$ cat config.mk
export PLATFORM = sky130hd
export DESIGN_NAME = alu_serial_ctrl_flat
export DESIGN_NICKNAME = d
export VERILOG_FILES = /design/src/rtl/alu_serial_ctrl_if.sv /design/src/rtl/alu_serial_ctrl.sv /design/src/flat_wrapper.sv
export SDC_FILE = /design/constraint.sdc
export NUM_CORES = 1
export LEC_CHECK = 0
export ABC_AREA = 1
export CORE_MARGIN = 5
export CORE_UTILIZATION = 40
export CTS_CLUSTER_SIZE = 40
export DETAILED_ROUTE_END_ITERATION = 10
export PLACE_DENSITY = 0.7
export SYNTH_ARGS = -nofsm -noshare
export SYNTH_HDL_FRONTEND = slang
export SYNTH_SLANG_ARGS = --single-unit
$ cat constraint.sdc
create_clock -name Clk -period 3.39 [get_ports Clk]
set_clock_uncertainty 0.2 [all_clocks]
set_input_delay 0.8475 -clock Clk [delete_from_list [all_inputs] [get_ports Clk]]
set_output_delay 0.8475 -clock Clk [all_outputs]
set_load 0.005 [all_outputs]
$ cat src/rtl/alu_serial_ctrl_if.sv
`default_nettype none
// ============================================================================
// Module      : alu_serial_ctrl_if
// Description : Handshake and data bundle for the bit-serial ALU controller.
//               master : requester side (drives Start/Select/Mode/A/B)
//               slave  : ALU side (drives Ready/Done/Result)
//   Start  - request to begin one operation
//   Select - 2-bit operation code, sampled on an accepted Start
//   Mode   - operation mode, sampled on an accepted Start
//   A, B   - WIDTH-bit operands, sampled on an accepted Start
//   Ready  - ALU idle, next Start will be accepted
//   Done   - one-cycle pulse, Result valid
//   Result - WIDTH-bit computed word
// Revision    : 1.0 - initial release
// ============================================================================
interface alu_serial_ctrl_if #(
    parameter int WIDTH = 8
);
    logic             Start;
    logic [1:0]       Select;
    logic             Mode;
    logic [WIDTH-1:0] A;
    logic [WIDTH-1:0] B;
    logic             Ready;
    logic             Done;
    logic [WIDTH-1:0] Result;

    modport master (
        output Start, Select, Mode, A, B,
        input  Ready, Done, Result
    );

    modport slave (
        input  Start, Select, Mode, A, B,
        output Ready, Done, Result
    );
endinterface
`default_nettype wire

$ cat src/rtl/alu_serial_ctrl.sv
`default_nettype none
// ============================================================================
// Module      : alu_serial_ctrl
// Description : Bit-serial ALU. On an accepted Start the operands and opcode
//               are latched, then one 1-bit ALU evaluation per cycle fills
//               Result LSB first. Three-state FSM: IDLE -> RUN -> DONE.
//   Clk     - clock, rising edge
//   Reset_n - synchronous active-low reset
//   bus     - alu_serial_ctrl_if.slave (Start/Select/Mode/A/B in,
//             Ready/Done/Result out)
// Revision    : 1.0 - initial release
// ============================================================================
module alu_serial_ctrl #(
    parameter int WIDTH = 8
) (
    input  logic              Clk,
    input  logic              Reset_n,
    alu_serial_ctrl_if.slave  bus
);

    localparam int               c_CW   = (WIDTH > 1) ? $clog2(WIDTH) : 1;
    localparam logic [c_CW-1:0]  c_LAST = c_CW'(WIDTH - 1);

    localparam logic [1:0] c_IDLE = 2'd0;
    localparam logic [1:0] c_RUN  = 2'd1;
    localparam logic [1:0] c_DONE = 2'd2;

    logic [1:0]       state_q,  state_d;
    logic [WIDTH-1:0] a_q,      a_d;
    logic [WIDTH-1:0] b_q,      b_d;
    logic [1:0]       sel_q,    sel_d;
    logic             mode_q,   mode_d;
    logic [c_CW-1:0]  cnt_q,    cnt_d;
    logic [WIDTH-1:0] result_q, result_d;

    // Single-bit ALU. In Mode=1 opcode 11 is (~a)^b, which is logically the
    // same as ~(a^b); both forms are kept to mirror the opcode table.
    function automatic logic alu_bit(input logic [1:0] sel, input logic mode,
                                     input logic a, input logic b);
        logic r;
        case (sel)
            2'b00:   r = a;
            2'b01:   r = ~a;
            2'b10:   r = a ^ b;
            default: r = mode ? ((~a) ^ b) : ~(a ^ b);
        endcase
        return r;
    endfunction

    // State register
    always_ff @(posedge Clk) begin
        if (!Reset_n) begin
            state_q  <= c_IDLE;
            a_q      <= '0;
            b_q      <= '0;
            sel_q    <= '0;
            mode_q   <= 1'b0;
            cnt_q    <= '0;
            result_q <= '0;
        end else begin
            state_q  <= state_d;
            a_q      <= a_d;
            b_q      <= b_d;
            sel_q    <= sel_d;
            mode_q   <= mode_d;
            cnt_q    <= cnt_d;
            result_q <= result_d;
        end
    end

    // Next-state and datapath
    always_comb begin
        state_d  = state_q;
        a_d      = a_q;
        b_d      = b_q;
        sel_d    = sel_q;
        mode_d   = mode_q;
        cnt_d    = cnt_q;
        result_d = result_q;
        case (state_q)
            c_IDLE: begin
                if (bus.Start) begin
                    state_d  = c_RUN;
                    a_d      = bus.A;
                    b_d      = bus.B;
                    sel_d    = bus.Select;
                    mode_d   = bus.Mode;
                    cnt_d    = '0;
                    result_d = '0;
                end
            end
            c_RUN: begin
                result_d[cnt_q] = alu_bit(sel_q, mode_q, a_q[cnt_q], b_q[cnt_q]);
                // Counter stops at the last bit, so it never wraps in RUN.
                if (cnt_q == c_LAST) begin
                    state_d = c_DONE;
                end else begin
                    cnt_d = cnt_q + c_CW'(1);
                end
            end
            c_DONE: begin
                state_d = c_IDLE;
            end
            default: begin
                state_d = c_IDLE;
            end
        endcase
    end

    // Outputs decode straight from registered state, so they only move on Clk.
    always_comb begin
        bus.Ready  = (state_q == c_IDLE);
        bus.Done   = (state_q == c_DONE);
        bus.Result = result_q;
    end

endmodule
`default_nettype wire

$ cat src/flat_wrapper.sv
// flat-port wrapper written by rule: the top's interface ports become plain ports
module alu_serial_ctrl_flat 
#(
    parameter int WIDTH = 8
)
  (Clk, Reset_n, bus_Start, bus_Select, bus_Mode, bus_A, bus_B, bus_Ready, bus_Done, bus_Result);
  alu_serial_ctrl_if #(.WIDTH(WIDTH)) bus_i ();
  input  logic Clk;
  input  logic Reset_n;
  input wire logic [$bits(bus_i.Start)-1:0] bus_Start;
  input wire logic [$bits(bus_i.Select)-1:0] bus_Select;
  input wire logic [$bits(bus_i.Mode)-1:0] bus_Mode;
  input wire logic [$bits(bus_i.A)-1:0] bus_A;
  input wire logic [$bits(bus_i.B)-1:0] bus_B;
  output wire logic [$bits(bus_i.Ready)-1:0] bus_Ready;
  output wire logic [$bits(bus_i.Done)-1:0] bus_Done;
  output wire logic [$bits(bus_i.Result)-1:0] bus_Result;
  assign bus_i.Start = bus_Start;
  assign bus_i.Select = bus_Select;
  assign bus_i.Mode = bus_Mode;
  assign bus_i.A = bus_A;
  assign bus_i.B = bus_B;
  assign bus_Ready = bus_i.Ready;
  assign bus_Done = bus_i.Done;
  assign bus_Result = bus_i.Result;
  alu_serial_ctrl #(.WIDTH(WIDTH)) u_core (.Clk(Clk), .Reset_n(Reset_n), .bus(bus_i));
endmodule
Clock routing:
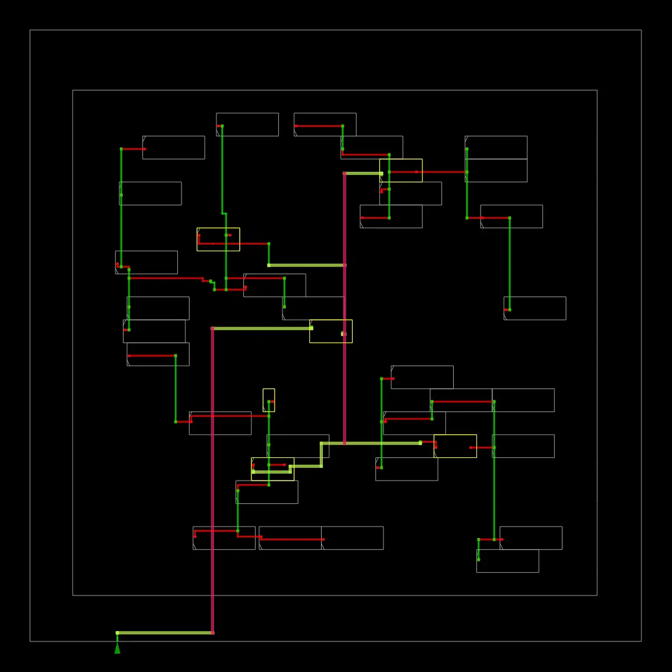
P_clk: 256 uW
clock sinks: 31
Late-Pin Clk Latency: 280 ps

Cells coloured by class:
Scale: 4 px per micron.
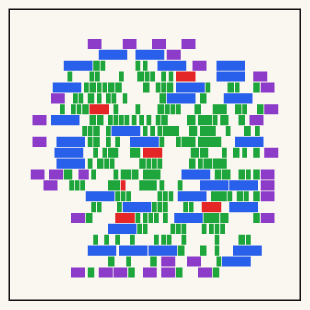
[clock drivers and dummy loads] red | cells: 6
[flops] blue | cells: 31
[combinational and other logic] green | cells: 187
[other buffers and delay cells] purple | cells: 31
CORE AREA: 3720 sq um
flop share of the area: 31.9%
post-route cell area: 1940 sq um
post-layout util: 52.3%

==> CHANGELOG.md <==
### Changed

- DIE AREA: 5240 sq um
- FP Util: 41.9%
- Input/output buffers: 30
- Cell Area, Placed: 1870 sq um
- Post_cts resized: 0
- I/O pins: 32
- CP top delay family: buffers and inverters
- Root Buffer: clkbuf_8
- Type of the worst setup path: flip-flop to output pin
- Measured slew at the worst slew-check pin: 567 ps
- Total number of vias: 1,407
- Post-Syn Area: ~1600 sq um
- Hold endpoint: u_core.a_q[7]
- Vias in the first global route: roughly 1,300
- Vias per cell: 4.64
- Post-CTS Hold Fix Bufs: 0
- Gr ovfl total: 0
- RR Startpoint: u_core.cnt_q[0]
- Largest net degree at the start of global routing: 36
- FF-to-FF path depth: 6
- Worst path cell trace: nor2_1 > clkdlybuf4s50_1
- Leak: 0.000894 uW
- WP buf/inv: 1
- Ys Warns: 0
- Hold crit path type: flip-flop to flip-flop
- Pwr dens: around 430 nW/um^2
- Final hold violations: 0
- Routed WL per cell: roughly 11 microns
- YS chip area: about 1600 sq um
- Cts bufs inserted: 5
- Post-synth seq share: 39.8%
- Tool warnings: 27
- Cycle use final: ~69%
- # rows: 22
- Reg2Reg Setup Slack: about 1500 ps
- Gate Count Post-Synth: 226
- Reg-to-reg endpoint: u_core.cnt_q[1]
- # Cells Yosys: 226
- Layout cells sized above 1: 10.2%
- Critical Path Slowest Stage Cell: clkdlybuf4s50_1
- Final setup fails: 0
- Final setup TNS: 0 ps
- Critical path data arrival time: approximately 1300 ps
- Ys flops: 31
- First-pass GRT wire length: 5440 microns
- Initial antenna violation count: 0
- Outcome: completed
- H-tree levels: 2
- Worst-case clock buffer depth: 2
- Die Height: 72.4 microns
- Slew Viols, Final: 0
- Max cap viols: 0
- Critical Path Sink Type: output pin
- Total GRT Usage: 13.4%
- Cell area leaders: dfxtp_1 40%, nand2_1 11%, nor2_1 8.7%, inv_1 8.2%, a21oi_1 6.1%
- Crit path DRT: 2340 ps
- Hold_sp: u_core.a_q[7]
- Gpl congestion: 0.765
- Drt total wl: approximately 3200 microns
- Die W: roughly 72 microns
- Unrepaired setup endpoints after global routing: no
- VDD IR max: about 190 uV
- Critical Path Max Stage Delay: 530 ps
- Fmax: between 400 and 500 MHz
- Synth top area share: 39.8%
- Minimum clock period after layout: 2330 ps
- CTS tree: done
- Hold Path Depth: 2
- Mapped Avg Cell Area: 6.89 sq um
- HPWL Detailed: 2270 microns
- Residual DRC: 0
- Post-DRT Antenna Nets: 0
- Critical path origin: u_core.state_q[0]
- Number of antenna diodes: 0
- Relative slew margins: 62.1%
- Critical path launch point type: flip-flop
- Number of setup buffers added after CTS: 0
- Clock slew at reported path FFs: 60 ps
- Final net count: 280
- Syn Nets: 250
- Yosys top cell by area: dfxtp_1
- Area grow syn2layout: 24.8%
- First-pass iteration count of the detailed router: 5
- Initial DRC count: 56
- Distinct lib cells: 23
- CP Max Fanout: 3
==> per-layer routing <==
metal | global-route usage (%) | vias up | wire length [microns]
li1 | - | 757 | -
met1 | 16.0 | 613 | 1530
met2 | 21.3 | 31 | 1440
met3 | 4.57 | 6 | 186
met4 | 6.76 | 0 | 68
met5 | 0 | - | 0
==> area by class of cell <==
cell class / count / area [sq um]
Fill cell: 374 / 1770
Multi-Input combinational cell: 151 / 741
Sequential cell: 31 / 621
Timing Repair Buffer: 31 / 308
Inverter: 36 / 143
Clock buffer: 6 / 72.6
Tap cell: 48 / 60.1
==> state kept, by name (all words and copies together) (netlist names) <==
name,cells
u_core.bus.Result,8
u_core.sel_q,2
u_core.state_q,2
u_core.b_q,8
u_core.a_q,8
u_core.cnt_q,3
==> Yosys cell counts (all sizes together) <==
cell type,instances
nand3b,1
buf,2
nor2,37
nand3,12
o21ai,19
nand2,56
inv,36
dfxtp,31
clkbuf,6
a211oi,3
a21oi,20
nor3,1
ha,2
==> cell usage in the layout (no fill, tap or decap) <==
master,n
a21oi_1,19
o21ai_4,1
dfxtp_1,31
nand3_2,4
o21ai_1,1
o21ai_0,17
a21oi_2,1
buf_4,1
inv_2,1
inv_8,1
nand2_2,8
nand2_4,2
clkbuf_1,1
inv_1,34
nor3_1,1
clkdlybuf4s50_1,30
ha_1,2
a211oi_1,3
nor2_2,1
nand3_1,8
nor2_1,36
clkbuf_8,5
nand3b_2,1
nand2_1,46
==> kinds of logic after synthesis <==
kind of cell	Yosys count	share of synthesized area, %
adders and majority gates	2	1.61
AOI/OAI and AO/OA	42	14.9
buffers and inverters	44	12.6
and+or+nand+nor	107	31.0
DFF	31	39.8
==> worst max path at each step <==
stage | endpoint | slack [ps] | cells past startpoint
detailed placement | u_core.cnt_q[1] | 760 | 3
finish | bus_Ready | 1060 | 2
CTS | bus_Ready | 1040 | 2
global route | u_core.bus.Result[3] | 840 | 5
global placement | u_core.cnt_q[1] | 810 | 3
floorplan | u_core.bus.Result[2] | 1540 | 6
==> metrics by stage <==
stage / setup slack, ps / std cells / hold slack (ps) / total power (uW) / util (%)
2_1_floorplan: 1540 / 226 / 229 / 535 / -
3_3_place_gp: 806 / 297 / 245 / 579 / 50.4
3_5_place_dp: 761 / 297 / 249 / 583 / 50.4
4_1_cts: 1040 / 303 / 257 / 841 / 52.3
5_1_grt: 845 / 303 / 274 / 885 / 52.3
6_report: 1060 / 303 / 253 / 829 / 52.3
==> where the power goes <==
group / internal (uW) / switching [uW]
Sequential: 390 / 18.3
Clock: 136 / 120
Combinational: 69.7 / 95.0
Total: 596 / 233
==> worst reg2reg max path, cell delays in order, from the launching register on <==
cell and delay (ps):
dfxtp_1 670, ha_1 240, ha_1 150, inv_1 60, a21oi_2 270, a21oi_1 70
a211oi_1 170
Power and IR drop assume default switching activity.
